==> run_1/m2.png <==
(2 px per um) Cells faint in the background.
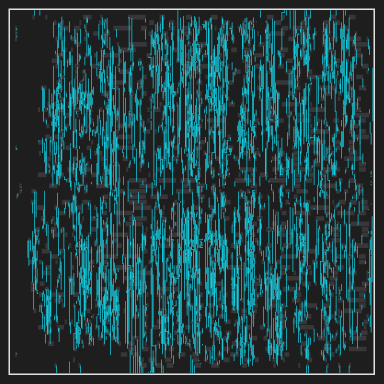
==> run_1/clock_nets.png <==
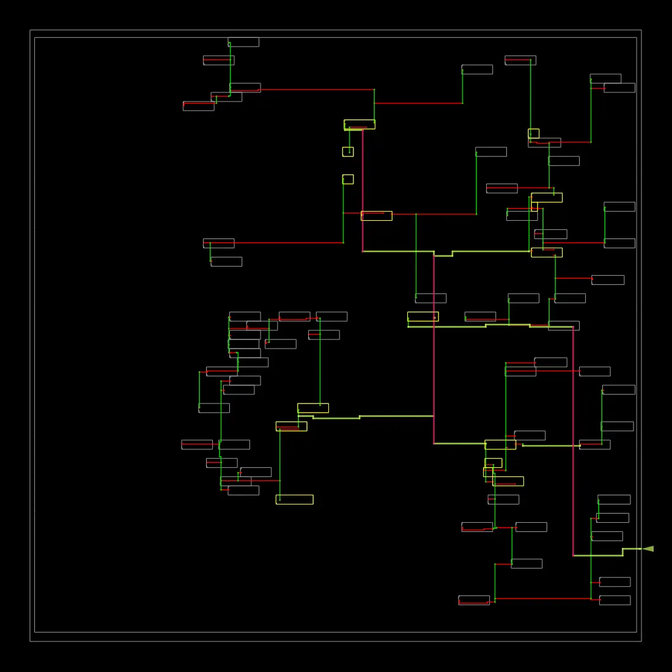
==> run_1/port_trees.png <==
(2 px per um)
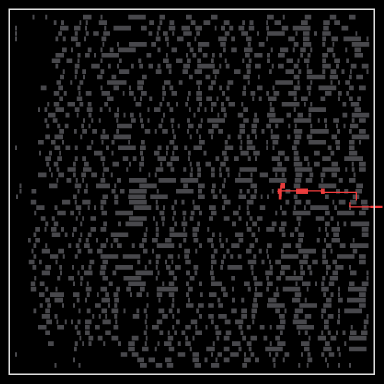
==> run_1/class_map.png <==
(2 px per um) Fill, decap, tap and diode cells in grey.
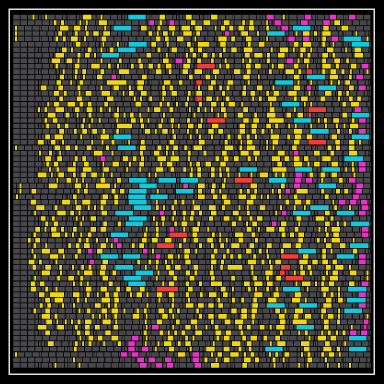
**config.mk**
```make
export PLATFORM = sky130hd
export DESIGN_NAME = ball_motion_engine_flat
export DESIGN_NICKNAME = d
export VERILOG_FILES = /design/src/rtl/ball_motion_engine_pkg.sv /design/src/rtl/ball_motion_engine_if.sv /design/src/rtl/ball_motion_engine_axis.sv /design/src/rtl/ball_motion_engine.sv /design/src/flat_wrapper.sv
export SDC_FILE = /design/constraint.sdc
export NUM_CORES = 1
export LEC_CHECK = 0
export CAP_MARGIN = 20
export CELL_PAD_IN_SITES_DETAIL_PLACEMENT = 2
export CELL_PAD_IN_SITES_GLOBAL_PLACEMENT = 2
export CORE_UTILIZATION = 30
export CTS_CLUSTER_DIAMETER = 100
export DETAILED_ROUTE_END_ITERATION = 12
export HOLD_SLACK_MARGIN = 0.03
export PLACE_DENSITY_LB_ADDON = 0.1
export REMOVE_ABC_BUFFERS = 1
export SLEW_MARGIN = 10
export SYNTH_ARGS = -nofsm -noshare
export SYNTH_HDL_FRONTEND = slang
export SYNTH_HIERARCHICAL = 1
export SYNTH_SLANG_ARGS = --single-unit
```
**constraint.sdc**
```tcl
create_clock -name clk -period 10.7 [get_ports clk]
set_input_delay 2.14 -clock clk [delete_from_list [all_inputs] [get_ports clk]]
set_output_delay 2.14 -clock clk [all_outputs]
set_load 0.03 [all_outputs]
```
**src/rtl/ball_motion_engine_pkg.sv**
```systemverilog
// Shared types and constants for the per-ball motion engine.
// Hit-edge bit order follows the collision detector: {left, top, right, bottom}.
package ball_motion_engine_pkg;

    localparam int DEF_FRAC_BITS = 6;
    localparam int DEF_SPEED_W   = 12;
    localparam int POS_INT_W     = 11;

    typedef logic [1:0] motion_state_t;

    localparam motion_state_t ST_STILL    = 2'd0;
    localparam motion_state_t ST_CHARGE   = 2'd1;
    localparam motion_state_t ST_ROLL     = 2'd2;
    localparam motion_state_t ST_POCKETED = 2'd3;

    localparam int EDGE_BOTTOM = 0;
    localparam int EDGE_RIGHT  = 1;
    localparam int EDGE_TOP    = 2;
    localparam int EDGE_LEFT   = 3;

    // One charge update on a single axis; opposite pulses cancel, magnitude clamps at max_shot.
    function automatic int charge_step(int shot, logic inc, logic dec, int step, int max_shot);
        int r;
        r = shot;
        if (inc && !dec && (shot < max_shot))
            r = (shot + step > max_shot) ? max_shot : shot + step;
        else if (dec && !inc && (-shot < max_shot))
            r = (shot - step < -max_shot) ? -max_shot : shot - step;
        return r;
    endfunction

endpackage

```
**src/rtl/ball_motion_engine_if.sv**
```systemverilog
// Event inputs and position/velocity outputs of one ball.
// master = stimulus side (game logic), slave = the motion engine.
interface ball_motion_engine_if #(
    parameter int SPEED_W = 12
);
    logic                       startOfFrame;
    logic                       chargeUp;
    logic                       chargeDown;
    logic                       chargeLeft;
    logic                       chargeRight;
    logic                       releaseBall;
    logic                       collBall;
    logic [3:0]                 hitEdge;
    logic                       collWall;
    logic [1:0]                 wallAxis;
    logic                       collHole;
    logic                       respawn;
    logic signed [ball_motion_engine_pkg::POS_INT_W-1:0] topLeftX;
    logic signed [ball_motion_engine_pkg::POS_INT_W-1:0] topLeftY;
    logic signed [SPEED_W-1:0]  XspeedOUT;
    logic signed [SPEED_W-1:0]  YspeedOUT;
    logic signed [SPEED_W-1:0]  shotX;
    logic signed [SPEED_W-1:0]  shotY;
    logic                       moving;
    logic                       pocketed;

    modport master (
        output startOfFrame, chargeUp, chargeDown, chargeLeft, chargeRight, releaseBall,
               collBall, hitEdge, collWall, wallAxis, collHole, respawn,
        input  topLeftX, topLeftY, XspeedOUT, YspeedOUT, shotX, shotY, moving, pocketed
    );

    modport slave (
        input  startOfFrame, chargeUp, chargeDown, chargeLeft, chargeRight, releaseBall,
               collBall, hitEdge, collWall, wallAxis, collHole, respawn,
        output topLeftX, topLeftY, XspeedOUT, YspeedOUT, shotX, shotY, moving, pocketed
    );
endinterface

```
**src/rtl/ball_motion_engine_axis.sv**
```systemverilog
// One axis of ball motion: fixed-point position, signed velocity, friction,
// reflect/kick with a once-per-frame debounce flag.
module axis_integrator
    import ball_motion_engine_pkg::*;
#(
    parameter int FRAC_BITS  = DEF_FRAC_BITS,
    parameter int SPEED_W    = DEF_SPEED_W,
    parameter int INIT_POS   = 400,
    parameter int PARK_POS   = 600,
    parameter int FRICTION   = 1,
    parameter int MIN_SPEED  = 2,
    parameter int KICK_SPEED = 100,
    parameter int WALL_BOOST = 5
) (
    input  logic                       clk,
    input  logic                       resetN,
    input  logic                       frame_i,
    input  logic                       flag_clr_i,
    input  logic                       ball_i,
    input  logic                       edge_p_i,
    input  logic                       edge_n_i,
    input  logic                       wall_i,
    input  logic                       load_i,
    input  logic signed [SPEED_W-1:0]  load_val_i,
    input  logic                       park_i,
    input  logic                       init_i,
    output logic signed [POS_INT_W-1:0] pos_o,
    output logic signed [SPEED_W-1:0]  vel_o,
    output logic signed [SPEED_W-1:0]  vel_d_o
);
    localparam int POS_W = POS_INT_W + FRAC_BITS;
    localparam int WW    = SPEED_W + 2;

    localparam logic signed [WW-1:0]    VMAX    = WW'((1 << (SPEED_W - 1)) - 1);
    localparam logic signed [WW-1:0]    VMIN    = -VMAX;
    localparam logic signed [WW-1:0]    KICK_W  = WW'(KICK_SPEED);
    localparam logic signed [WW-1:0]    BOOST_W = WW'(WALL_BOOST);
    localparam logic signed [WW-1:0]    FRIC_W  = WW'(FRICTION);
    localparam logic signed [WW-1:0]    MIN_W   = WW'(MIN_SPEED);
    localparam logic signed [SPEED_W-1:0] FRIC_S = SPEED_W'(FRICTION);
    localparam logic signed [POS_W-1:0] INIT_FP = POS_W'(INIT_POS * (2 ** FRAC_BITS));
    localparam logic signed [POS_W-1:0] PARK_FP = POS_W'(PARK_POS * (2 ** FRAC_BITS));

    logic signed [POS_W-1:0]   pos_q, pos_d;
    logic signed [SPEED_W-1:0] vel_q, vel_d;
    logic                      flag_q, flag_d;

    logic signed [WW-1:0]      v_w, abs_w;
    logic signed [SPEED_W-1:0] col_v;
    logic                      hit_ok, touched, v_neg, v_zero, v_pos;

    function automatic logic signed [SPEED_W-1:0] sat(input logic signed [WW-1:0] v);
        if (v > VMAX)
            return SPEED_W'(VMAX);
        else if (v < VMIN)
            return SPEED_W'(VMIN);
        else
            return SPEED_W'(v);
    endfunction

    always_comb begin
        v_neg   = vel_q[SPEED_W-1];
        v_zero  = (vel_q == '0);
        v_pos   = !v_neg && !v_zero;
        // A collision landing on the frame pulse belongs to the new frame.
        hit_ok  = !flag_q || flag_clr_i;
        touched = 1'b0;
        v_w     = WW'(vel_q);

        if (park_i || init_i) begin
            v_w = '0;
        end else if (load_i) begin
            v_w = WW'(load_val_i);
        end else if (ball_i && hit_ok) begin
            if (v_zero) begin
                if (edge_p_i) begin
                    v_w     = KICK_W;
                    touched = 1'b1;
                end else if (edge_n_i) begin
                    v_w     = -KICK_W;
                    touched = 1'b1;
                end
            end else if ((edge_p_i && v_neg) || (edge_n_i && v_pos)) begin
                v_w     = -v_w;
                touched = 1'b1;
            end
        end else if (wall_i && hit_ok && !v_zero) begin
            v_w     = v_neg ? (-v_w + BOOST_W) : (-v_w - BOOST_W);
            touched = 1'b1;
        end

        col_v = sat(v_w);
        abs_w = col_v[SPEED_W-1] ? -WW'(col_v) : WW'(col_v);
        vel_d = col_v;
        if (frame_i) begin
            if ((abs_w <= MIN_W) || (abs_w <= FRIC_W))
                vel_d = '0;
            else
                vel_d = col_v[SPEED_W-1] ? (col_v + FRIC_S) : (col_v - FRIC_S);
        end

        // Position always integrates the velocity held at the start of the cycle.
        pos_d = pos_q;
        if (park_i)
            pos_d = PARK_FP;
        else if (init_i)
            pos_d = INIT_FP;
        else if (frame_i)
            pos_d = pos_q + POS_W'(vel_q);

        flag_d = flag_q;
        if (park_i || init_i)
            flag_d = 1'b0;
        else if (touched)
            flag_d = 1'b1;
        else if (flag_clr_i)
            flag_d = 1'b0;
    end

    always_ff @(posedge clk or negedge resetN) begin
        if (!resetN) begin
            pos_q  <= INIT_FP;
            vel_q  <= '0;
            flag_q <= 1'b0;
        end else begin
            pos_q  <= pos_d;
            vel_q  <= vel_d;
            flag_q <= flag_d;
        end
    end

    assign pos_o   = pos_q[POS_W-1:FRAC_BITS];
    assign vel_o   = vel_q;
    assign vel_d_o = vel_d;

endmodule

```
**src/rtl/ball_motion_engine.sv**
```systemverilog
// Per-ball motion engine: motion FSM and cue-shot charge registers around two axis integrators.
//   state       | meaning
//   ST_STILL    | at rest, waiting for a cue charge or a hit from another ball
//   ST_CHARGE   | cue shot being charged, ball still at rest
//   ST_ROLL     | moving; integrated and slowed once per frame
//   ST_POCKETED | parked off-table until respawn
module ball_motion_engine
    import ball_motion_engine_pkg::*;
#(
    parameter int IS_CUE     = 0,
    parameter int INIT_X     = 400,
    parameter int INIT_Y     = 220,
    parameter int PARK_X     = 600,
    parameter int PARK_Y     = 460,
    parameter int FRAC_BITS  = DEF_FRAC_BITS,
    parameter int SPEED_W    = DEF_SPEED_W,
    parameter int MAX_SHOT   = 800,
    parameter int SHOT_STEP  = 100,
    parameter int FRICTION   = 1,
    parameter int MIN_SPEED  = 2,
    parameter int KICK_SPEED = 100,
    parameter int WALL_BOOST = 5
) (
    input  logic                 clk,
    input  logic                 resetN,
    ball_motion_engine_if.slave  bus
);
    localparam bit CUE = (IS_CUE != 0);

    motion_state_t             state_q, state_d;
    logic signed [SPEED_W-1:0] shot_x_q, shot_x_d, shot_y_q, shot_y_d;
    logic signed [SPEED_W-1:0] shot_x_nx, shot_y_nx;
    logic signed [SPEED_W-1:0] vx, vy, vx_d, vy_d;
    logic signed [POS_INT_W-1:0] px, py;
    logic live, hole, ball, wall, any_charge, load, frame, init;

    always_comb begin
        live       = (state_q != ST_POCKETED);
        hole       = live && bus.collHole;
        ball       = live && !bus.collHole && bus.collBall;
        wall       = live && !bus.collHole && !bus.collBall && bus.collWall;
        any_charge = CUE && (bus.chargeUp || bus.chargeDown || bus.chargeLeft || bus.chargeRight);
        load       = CUE && (state_q == ST_CHARGE) && !bus.collHole && !bus.collBall
                     && !bus.collWall && bus.releaseBall;
        frame      = bus.startOfFrame && (state_q == ST_ROLL) && !bus.collHole;
        init       = bus.respawn && (state_q == ST_POCKETED);

        shot_x_nx = SPEED_W'(charge_step(int'(shot_x_q), bus.chargeLeft, bus.chargeRight,
                                         SHOT_STEP, MAX_SHOT));
        shot_y_nx = SPEED_W'(charge_step(int'(shot_y_q), bus.chargeUp, bus.chargeDown,
                                         SHOT_STEP, MAX_SHOT));

        state_d  = state_q;
        shot_x_d = shot_x_q;
        shot_y_d = shot_y_q;

        if (hole) begin
            state_d  = ST_POCKETED;
            shot_x_d = '0;
            shot_y_d = '0;
        end else begin
            case (state_q)
                ST_STILL: begin
                    if (ball) begin
                        state_d = ST_ROLL;
                    end else if (!bus.collWall && any_charge) begin
                        state_d  = ST_CHARGE;
                        shot_x_d = shot_x_nx;
                        shot_y_d = shot_y_nx;
                    end
                end
                ST_CHARGE: begin
                    if (ball) begin
                        state_d  = ST_ROLL;
                        shot_x_d = '0;
                        shot_y_d = '0;
                    end else if (load) begin
                        shot_x_d = '0;
                        shot_y_d = '0;
                        state_d  = ((shot_x_q != '0) || (shot_y_q != '0)) ? ST_ROLL : ST_STILL;
                    end else if (!bus.collWall && any_charge) begin
                        shot_x_d = shot_x_nx;
                        shot_y_d = shot_y_nx;
                    end
                end
                ST_ROLL: begin
                    if (bus.startOfFrame && (vx_d == '0) && (vy_d == '0))
                        state_d = ST_STILL;
                end
                ST_POCKETED: begin
                    if (bus.respawn)
                        state_d = ST_STILL;
                end
                default: state_d = ST_STILL;
            endcase
        end
    end

    always_ff @(posedge clk or negedge resetN) begin
        if (!resetN) begin
            state_q  <= ST_STILL;
            shot_x_q <= '0;
            shot_y_q <= '0;
        end else begin
            state_q  <= state_d;
            shot_x_q <= shot_x_d;
            shot_y_q <= shot_y_d;
        end
    end

    // X kicks positive when struck on the left edge; Y positive when struck on the top edge.
    axis_integrator #(
        .FRAC_BITS(FRAC_BITS), .SPEED_W(SPEED_W), .INIT_POS(INIT_X), .PARK_POS(PARK_X),
        .FRICTION(FRICTION), .MIN_SPEED(MIN_SPEED), .KICK_SPEED(KICK_SPEED),
        .WALL_BOOST(WALL_BOOST)
    ) u_axis_x (
        .clk(clk), .resetN(resetN),
        .frame_i(frame), .flag_clr_i(bus.startOfFrame),
        .ball_i(ball), .edge_p_i(bus.hitEdge[EDGE_LEFT]), .edge_n_i(bus.hitEdge[EDGE_RIGHT]),
        .wall_i(wall && bus.wallAxis[0]),
        .load_i(load), .load_val_i(shot_x_q),
        .park_i(hole), .init_i(init),
        .pos_o(px), .vel_o(vx), .vel_d_o(vx_d)
    );

    axis_integrator #(
        .FRAC_BITS(FRAC_BITS), .SPEED_W(SPEED_W), .INIT_POS(INIT_Y), .PARK_POS(PARK_Y),
        .FRICTION(FRICTION), .MIN_SPEED(MIN_SPEED), .KICK_SPEED(KICK_SPEED),
        .WALL_BOOST(WALL_BOOST)
    ) u_axis_y (
        .clk(clk), .resetN(resetN),
        .frame_i(frame), .flag_clr_i(bus.startOfFrame),
        .ball_i(ball), .edge_p_i(bus.hitEdge[EDGE_TOP]), .edge_n_i(bus.hitEdge[EDGE_BOTTOM]),
        .wall_i(wall && bus.wallAxis[1]),
        .load_i(load), .load_val_i(shot_y_q),
        .park_i(hole), .init_i(init),
        .pos_o(py), .vel_o(vy), .vel_d_o(vy_d)
    );

    assign bus.topLeftX  = px;
    assign bus.topLeftY  = py;
    assign bus.XspeedOUT = vx;
    assign bus.YspeedOUT = vy;
    assign bus.shotX     = shot_x_q;
    assign bus.shotY     = shot_y_q;
    assign bus.moving    = (state_q == ST_ROLL);
    assign bus.pocketed  = (state_q == ST_POCKETED);

endmodule

```
**src/flat_wrapper.sv**
```systemverilog
// flat-port wrapper written by rule: the top's interface ports become plain ports
module ball_motion_engine_flat import ball_motion_engine_pkg::*;
#(
    parameter int IS_CUE     = 0,
    parameter int INIT_X     = 400,
    parameter int INIT_Y     = 220,
    parameter int PARK_X     = 600,
    parameter int PARK_Y     = 460,
    parameter int FRAC_BITS  = DEF_FRAC_BITS,
    parameter int SPEED_W    = DEF_SPEED_W,
    parameter int MAX_SHOT   = 800,
    parameter int SHOT_STEP  = 100,
    parameter int FRICTION   = 1,
    parameter int MIN_SPEED  = 2,
    parameter int KICK_SPEED = 100,
    parameter int WALL_BOOST = 5
)
  (clk, resetN, bus_startOfFrame, bus_chargeUp, bus_chargeDown, bus_chargeLeft, bus_chargeRight, bus_releaseBall, bus_collBall, bus_hitEdge, bus_collWall, bus_wallAxis, bus_collHole, bus_respawn, bus_topLeftX, bus_topLeftY, bus_XspeedOUT, bus_YspeedOUT, bus_shotX, bus_shotY, bus_moving, bus_pocketed);
  ball_motion_engine_if #(.SPEED_W(SPEED_W)) bus_i ();
  input  logic clk;
  input  logic resetN;
  input wire logic [$bits(bus_i.startOfFrame)-1:0] bus_startOfFrame;
  input wire logic [$bits(bus_i.chargeUp)-1:0] bus_chargeUp;
  input wire logic [$bits(bus_i.chargeDown)-1:0] bus_chargeDown;
  input wire logic [$bits(bus_i.chargeLeft)-1:0] bus_chargeLeft;
  input wire logic [$bits(bus_i.chargeRight)-1:0] bus_chargeRight;
  input wire logic [$bits(bus_i.releaseBall)-1:0] bus_releaseBall;
  input wire logic [$bits(bus_i.collBall)-1:0] bus_collBall;
  input wire logic [$bits(bus_i.hitEdge)-1:0] bus_hitEdge;
  input wire logic [$bits(bus_i.collWall)-1:0] bus_collWall;
  input wire logic [$bits(bus_i.wallAxis)-1:0] bus_wallAxis;
  input wire logic [$bits(bus_i.collHole)-1:0] bus_collHole;
  input wire logic [$bits(bus_i.respawn)-1:0] bus_respawn;
  output wire logic [$bits(bus_i.topLeftX)-1:0] bus_topLeftX;
  output wire logic [$bits(bus_i.topLeftY)-1:0] bus_topLeftY;
  output wire logic [$bits(bus_i.XspeedOUT)-1:0] bus_XspeedOUT;
  output wire logic [$bits(bus_i.YspeedOUT)-1:0] bus_YspeedOUT;
  output wire logic [$bits(bus_i.shotX)-1:0] bus_shotX;
  output wire logic [$bits(bus_i.shotY)-1:0] bus_shotY;
  output wire logic [$bits(bus_i.moving)-1:0] bus_moving;
  output wire logic [$bits(bus_i.pocketed)-1:0] bus_pocketed;
  assign bus_i.startOfFrame = bus_startOfFrame;
  assign bus_i.chargeUp = bus_chargeUp;
  assign bus_i.chargeDown = bus_chargeDown;
  assign bus_i.chargeLeft = bus_chargeLeft;
  assign bus_i.chargeRight = bus_chargeRight;
  assign bus_i.releaseBall = bus_releaseBall;
  assign bus_i.collBall = bus_collBall;
  assign bus_i.hitEdge = bus_hitEdge;
  assign bus_i.collWall = bus_collWall;
  assign bus_i.wallAxis = bus_wallAxis;
  assign bus_i.collHole = bus_collHole;
  assign bus_i.respawn = bus_respawn;
  assign bus_topLeftX = bus_i.topLeftX;
  assign bus_topLeftY = bus_i.topLeftY;
  assign bus_XspeedOUT = bus_i.XspeedOUT;
  assign bus_YspeedOUT = bus_i.YspeedOUT;
  assign bus_shotX = bus_i.shotX;
  assign bus_shotY = bus_i.shotY;
  assign bus_moving = bus_i.moving;
  assign bus_pocketed = bus_i.pocketed;
  ball_motion_engine #(.IS_CUE(IS_CUE), .INIT_X(INIT_X), .INIT_Y(INIT_Y), .PARK_X(PARK_X), .PARK_Y(PARK_Y), .FRAC_BITS(FRAC_BITS), .SPEED_W(SPEED_W), .MAX_SHOT(MAX_SHOT), .SHOT_STEP(SHOT_STEP), .FRICTION(FRICTION), .MIN_SPEED(MIN_SPEED), .KICK_SPEED(KICK_SPEED), .WALL_BOOST(WALL_BOOST)) u_core (.clk(clk), .resetN(resetN), .bus(bus_i));
endmodule
```
==> flow_summary.ini, run 1 <==
; implementation run metrics
[detailed_routing]
wirelength_um = 37600
top_layer_used = met4
via_per_inst = 5.80
drt-met1-wl_um = 18600
vias = 9979
drt_iter0_drc = 510
firstDrtPassIters = 4
wl_met2_um = 17600
wl_met3_um = 756
ant_nets = 0
drc_errors = 0
routedWlPerCell_um = 21.8

[final_layout]
fillCellCount = 3749
nNetsFinal = 1417
final_cell_mix = nor2_1, a21oi_1, nand2_1
fin_area_sq_mm = 0.0108
syn2layout_area_growth_pct = 11.9
drive_above_1_share = 0.0765
diodes = 0
final_cells = 1722
lay_top_count = nor2_1
top_regs = u_core/u_axis_x/pos_q (17), u_core/u_axis_y/pos_q (17)
utilization = 0.343

[hold_path]
hold_class = reg2reg
hp-start = u_core/u_axis_y/pos_q[12]
worstHoldEndpoint = u_core/u_axis_y/pos_q[12]
hold_depth = 2

[critical_path]
crit_top_cell = a21oi_1
critPathCaptureType = register
cp_slowest_cell = o221ai_2
crit_fanout = 16
cp.arrival_ns = 9.14
crit_type = in2reg
cp_num_buf_inv = 3
r2r-end = u_core/state_q[1]
reg2reg_from = u_core/u_axis_x/vel_o[0]
critical_path_required_ns = 10.94
cp.depth = 27
reg2regPathDepth = 28
cp_top_family = AND-OR/OR-AND gates
startpoint = bus_collHole
cp-start-kind = input port
ff2ff_setup_slack_ns = 2.86
cp_slowest_stage_delay_ns = 0.67
cp-endpoint = u_core/state_q[1]

[sta]
rsz0062_at_grt = no
fin_tns_setup_ns = 0
worst_pin_slew_ns = 0.973
slew_headroom = 0.343
finalHoldViolations = 0
skew_ns = 0.00785
period_used_share = 0.832
min_period_ns = 8.91
drv_slew = 0
setup_viol = 0
fmax_mhz = 112

[floorplan]
die_w_um = 182
rows = 65
ios = 90
fp-utilization = 0.306
chipArea_sq_mm = 0.0330
core_area_sq_mm = 0.0316
die_h_um = 182

[yosys]
ys_cells = 1271
synth-edff-count = 0
compound_area_frac = 0.300
yosys_area_sq_mm = 0.00969
syn_area_sq_mm = 0.00969
simple_gate_area_frac = 0.235
yosys.area_share.adder = 0.112
ys.warnings.count = 6
syn_avg_cell_area_sq_um = 7.63
synth_async_sr_flop_share = 1.00
mux_share = 0.0376
seq_area_frac_synth = 0.161
yosys_register_bits = 62
netlist-cell-type-count = 96
top_logic_kind = AND-OR/OR-AND gates
synth-main-ff-cell = dfrtp_1
syn-instance-count = 1271
xor_share = 0.0660

[power]
comb_power_share = 0.779
top_power_group = combinational cells
p_clk_frac = 0.085
powerClk_mw = 0.320
p_sw_mw = 2.12
internal_power_mw = 1.64
powerSeq_mw = 0.510
powerDensity_mw_per_mm2 = 346
fin_total_pwr_mw = 3.75
swShare = 0.564
pwr-share-seq = 0.136
p_comb_mw = 2.92
p_leak_nw = 4.44
peakVddDrop_mv = 0.0877

[clocking]
hold_buffers = 0
clockBufferDepth = 2
ctsResizeCount = 0
htreeDepth = 3
cts.sinks = 62
clock_latency_ns = 0.35
clk_pin_slew_ns = 0.06
postCtsSetupBuffers = 0
cts_tree = yes
cts_made_buffers = 9
root_buffer = clkbuf_16

[grt]
grt.overflow.total = 0
grt_start_max_net_pins = 63
grt_pass1_vias = 10457
grt_util_all_layers = 0.230
grt_first_pass_wirelength_um = 59800
antenna_found_initial = 0

[placement]
portBuffers = 60
placed_cell_area_sq_mm = 0.0105
dp.cells = 1706
dpl.hpwl_um = 28600
gp_congestion = 0.889

[run]
warnings = 35
maxCapViolCount = 0

[run_status]
status = completed
## Picture notes: m2.png
The layer carries 17600 um of wire. The longest straight run is 72.1 um. 1277 nets have wire on it. The wires run mostly vertical. The layer holds 47% of the routed length.

## Picture notes: clock_nets.png
clk_buf instances: 10
flop count: 62

## Picture notes: port_trees.png
Key: red = bus_collHole [bits 1, direction input, edge east, end cells 5, buffers 1, wire 63.2 um]

## Picture notes: class_map.png
Key: magenta = remaining buffers and delay cells [cells 80]; cyan = registers [cells 62]; yellow = remaining logic cells [cells 1162]; red = clock drivers and dummy loads [cells 16]

-- run 1: per-stage QoR --
step	hold WS, ns	setup slack, ns
2_1_floorplan	0.488	2.72
3_3_place_gp	0.508	1.58
3_5_place_dp	0.519	1.46
4_1_cts	0.533	1.76
5_1_grt	0.547	1.19
6_report	0.525	1.79
-- run 1: area by class of cell --
type	count	area, sq um	share of cell area
Inverter	56	210	0.0194
Clock inverter	6	68.8	0.00634
Clock buffer	10	239	0.0220
Multi-Input combinational cell	1106	7520	0.693
Sequential cell	62	1560	0.144
Tap cell	402	503	0.0464
Timing Repair Buffer	80	746	0.0687
-- run 1: Yosys cell counts (6+ instances only) --
library cell	n	area share
a211oi_1	20	0.015
o211ai_1	14	0.011
o21ai_0	60	0.031
dfrtp_1	54	0.14
o31a_1	8	0.0072
nor3_1	42	0.022
nor2b_1	11	0.0071
xor2_1	21	0.019
and3_1	17	0.011
ha_1	80	0.10
buf_4	49	0.038
a21o_1	26	0.020
o221ai_1	8	0.0072
a211o_1	11	0.0099
buf_1	7	0.0027
nand2b_1	11	0.0071
a21oi_2	10	0.0090
nand2_1	93	0.036
a31o_2	7	0.0063
nor4_1	16	0.010
mux2i_1	33	0.034
or3_1	8	0.0052
buf_2	15	0.0077
nand3_1	32	0.017
a221oi_1	6	0.0054
o22ai_1	7	0.0045
or4_1	7	0.0054
and2_1	12	0.0077
xnor2_1	52	0.047
inv_1	53	0.021
or2_2	8	0.0052
nor2_1	118	0.046
a31oi_1	16	0.010
o21bai_1	21	0.016
clkbuf_1	33	0.013
o31ai_1	16	0.012
nand4_1	22	0.014
a21oi_1	95	0.049
dfstp_2	8	0.022
o21a_1	12	0.0093
-- run 1: routing by layer --
layer,vias to the layer above,global-route usage
met2,130,0.388
met3,37,0.0211
li1,4754,-
met4,0,0.0580
met5,-,0
met1,5058,0.315
==> run_1/clock_wires.png <==
(2 px per um)
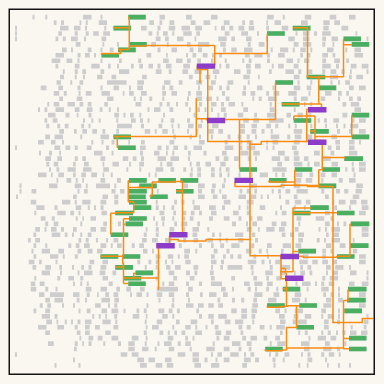

==> run 1 -> run 2 <==
- clock period: 10.7 -> 8.3 ns (I/O delays scaled with it)
==> run_2/clock_wires.png <==
(2 px per um)
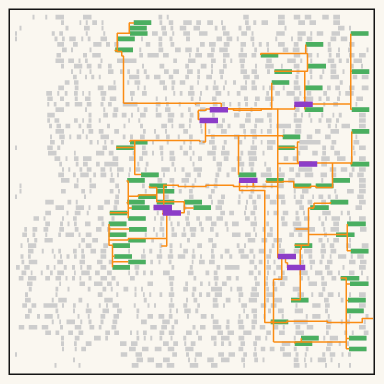
Key: orange = clock wires [length 1330 um]; green = flip-flops [count 62]; purple = clock-net drivers [count 9]
Position of the flops: spread over the die.

==> flow_summary.ini, run 2 <==
; implementation run metrics
[final_layout]
fin_area_sq_mm = 0.0111
utilization = 0.350
drive_above_1_share = 0.0951
lay_top_count = nor2_1
final_cells = 1748
nNetsFinal = 1443
diodes = 0
final_cell_mix = nor2_1, a21oi_1, nand2_1
top_regs = u_core/u_axis_x/pos_q (17), u_core/u_axis_y/pos_q (17)
syn2layout_area_growth_pct = 14.3

[yosys]
synth_async_sr_flop_share = 1.00
netlist-cell-type-count = 96
syn_area_sq_mm = 0.00969
yosys_register_bits = 62
ys_cells = 1271
topCellsByArea = dfrtp_1, ha_1, a21oi_1, xnor2_1, nor2_1
syn_avg_cell_area_sq_um = 7.63
ys.warnings.count = 6
synth-edff-count = 0
syn-instance-count = 1271
synth-main-ff-cell = dfrtp_1
synth.most_common_cell = nor2_1
yosys_area_sq_mm = 0.00969
yosysTopAreaCellShare = 0.139
synth_area_leader_cell = dfrtp_1
seq_area_frac_synth = 0.161
yosys-top-cells-count = nor2_1, a21oi_1, nand2_1, ha_1, o21ai_0

[sta]
rsz0062_at_grt = no
drv_slew = 0
min_period_ns = 7.60
period_used_share = 0.915
fin_tns_setup_ns = 0
setup_viol = 0
fin_worst_hold_slack_ns = 0.533
worst_slack_ns = 0.702
fmax_mhz = 132
finalHoldViolations = 0
worst_pin_slew_ns = 0.873
slew_headroom = 0.418

[critical_path]
reg2regPathDepth = 33
cp-start-kind = input port
cp_slowest_stage_delay_ns = 0.49
ff2ff_setup_slack_ns = 0.73
crit_fanout = 11
crit_top_cell = a21oi_1
cp-endpoint = u_core/state_q[1]
reg2reg_from = u_core/u_axis_y/vel_o[1]
cp.arrival_ns = 7.82
cp.depth = 28
cp_top_family = simple AND/OR/NAND/NOR gates
startpoint = bus_collHole
cp_num_buf_inv = 1
crit_type = in2reg
cp_slowest_cell = clkdlybuf4s50_1
critical_path_required_ns = 8.52
critPathCaptureType = register
r2r-end = u_core/state_q[1]

[power]
peakVddDrop_mv = 0.123
powerDensity_mw_per_mm2 = 448
fin_total_pwr_mw = 4.96
p_leak_nw = 4.58

[hold_path]
hold_class = reg2reg
hold_depth = 2
hp-start = u_core/u_axis_y/pos_q[12]
worstHoldEndpoint = u_core/u_axis_y/pos_q[12]

[placement]
portBuffers = 60
dpl_worst_slack_ns = 0.253
dpl.hpwl_um = 29200
gp_congestion = 0.856
placed_cell_area_sq_mm = 0.0107
dp.cells = 1732

[grt]
antenna_found_initial = 0
grt_pass1_vias = 10528
grt_start_max_net_pins = 63
grt_first_pass_wirelength_um = 60300
grt_util_all_layers = 0.232
grt.overflow.total = 0

[floorplan]
fp-utilization = 0.306
ios = 90
die_h_um = 182
die_w_um = 182
chipArea_sq_mm = 0.0330
core_area_sq_mm = 0.0316
rows = 65

[detailed_routing]
vias = 9988
ant_nets = 0
drc_errors = 0
firstDrtPassIters = 4
routedWlPerCell_um = 21.7
drt_iter0_drc = 472
via_per_inst = 5.71
wirelength_um = 37900

[clocking]
hold_buffers = 0
cts_tree = yes
clockBufferDepth = 2
clk_pin_slew_ns = 0.06
htreeDepth = 3
root_buffer = clkbuf_16
postCtsSetupBuffers = 0

[run_status]
status = completed

[run]
maxCapViolCount = 0
warnings = 35
==> run_2/clock_nets.png <==
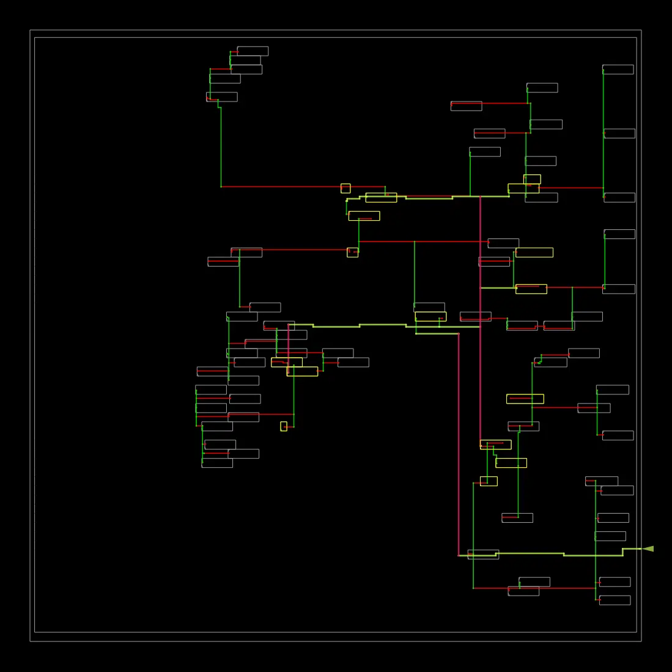
clk_lat worst skew: 0.34 ns
Num CTS Buffers: 9
# clock sinks: 62
Clk power: 0.438 mW
Worst Skew: 0.0102 ns

==> run 2: cell count changes in the layout (fill, tap and decap cells not counted) <==
cell	previous run	this run
buf_4	20	46
bufinv_16	1	2
clkbuf_8	1	2
clkinv_4	2	1
inv_6	1	0
nor4_1	16	15
nor4_2	2	3
==> run 2: timing repair <==
action,in CTS,in global routing
gates resized,0,1
endpoints found under the hold margin,0,0
setup endpoints to repair,0,1
==> run 2: kinds of logic (layout without fill, tap and decap cells) <==
group,after synthesis,in the layout,synth area share
AND/OR/NAND/NOR,436,436,0.235
AND-OR/OR-AND,414,414,0.300
buffers and inverters,165,178,0.0887
adder cells (fa/ha/maj),84,84,0.112
XOR/XNOR,73,73,0.0660
flip-flops,62,62,0.161
multiplexers,36,36,0.0376
other,1,63,0.000387
==> run 2: final cells by class <==
class,count,area (sq um)
Clock buffer,11,253
Clock inverter,5,81.3
Fill cell,3691,20600
Inverter,56,210
Multi-Input combinational cell,1106,7530
Sequential cell,62,1560
Tap cell,402,503
Timing Repair Buffer,106,941
==> run 2: layer usage <==
layer	global-route usage	wire length, um	up-vias
li1	-	-	4788
met1	0.316	18600	5006
met2	0.394	17800	168
met3	0.0239	1110	26
met4	0.0447	434	0
met5	0	0	-
==> run 2: tightest hold or removal path, stage by stage (launching register included) <==
cell	delay (ns)
dfstp_2	0.38
nand2_1	0.06
o211ai_1	0.09
==> run 2: where the power goes <==
group	switching [mW]	internal (mW)	total, mW
Combinational	2.35	1.52	3.87
Clock	0.158	0.280	0.438
Sequential	0.250	0.404	0.654
No activity file was given, so power comes from the tool's default toggle rates.
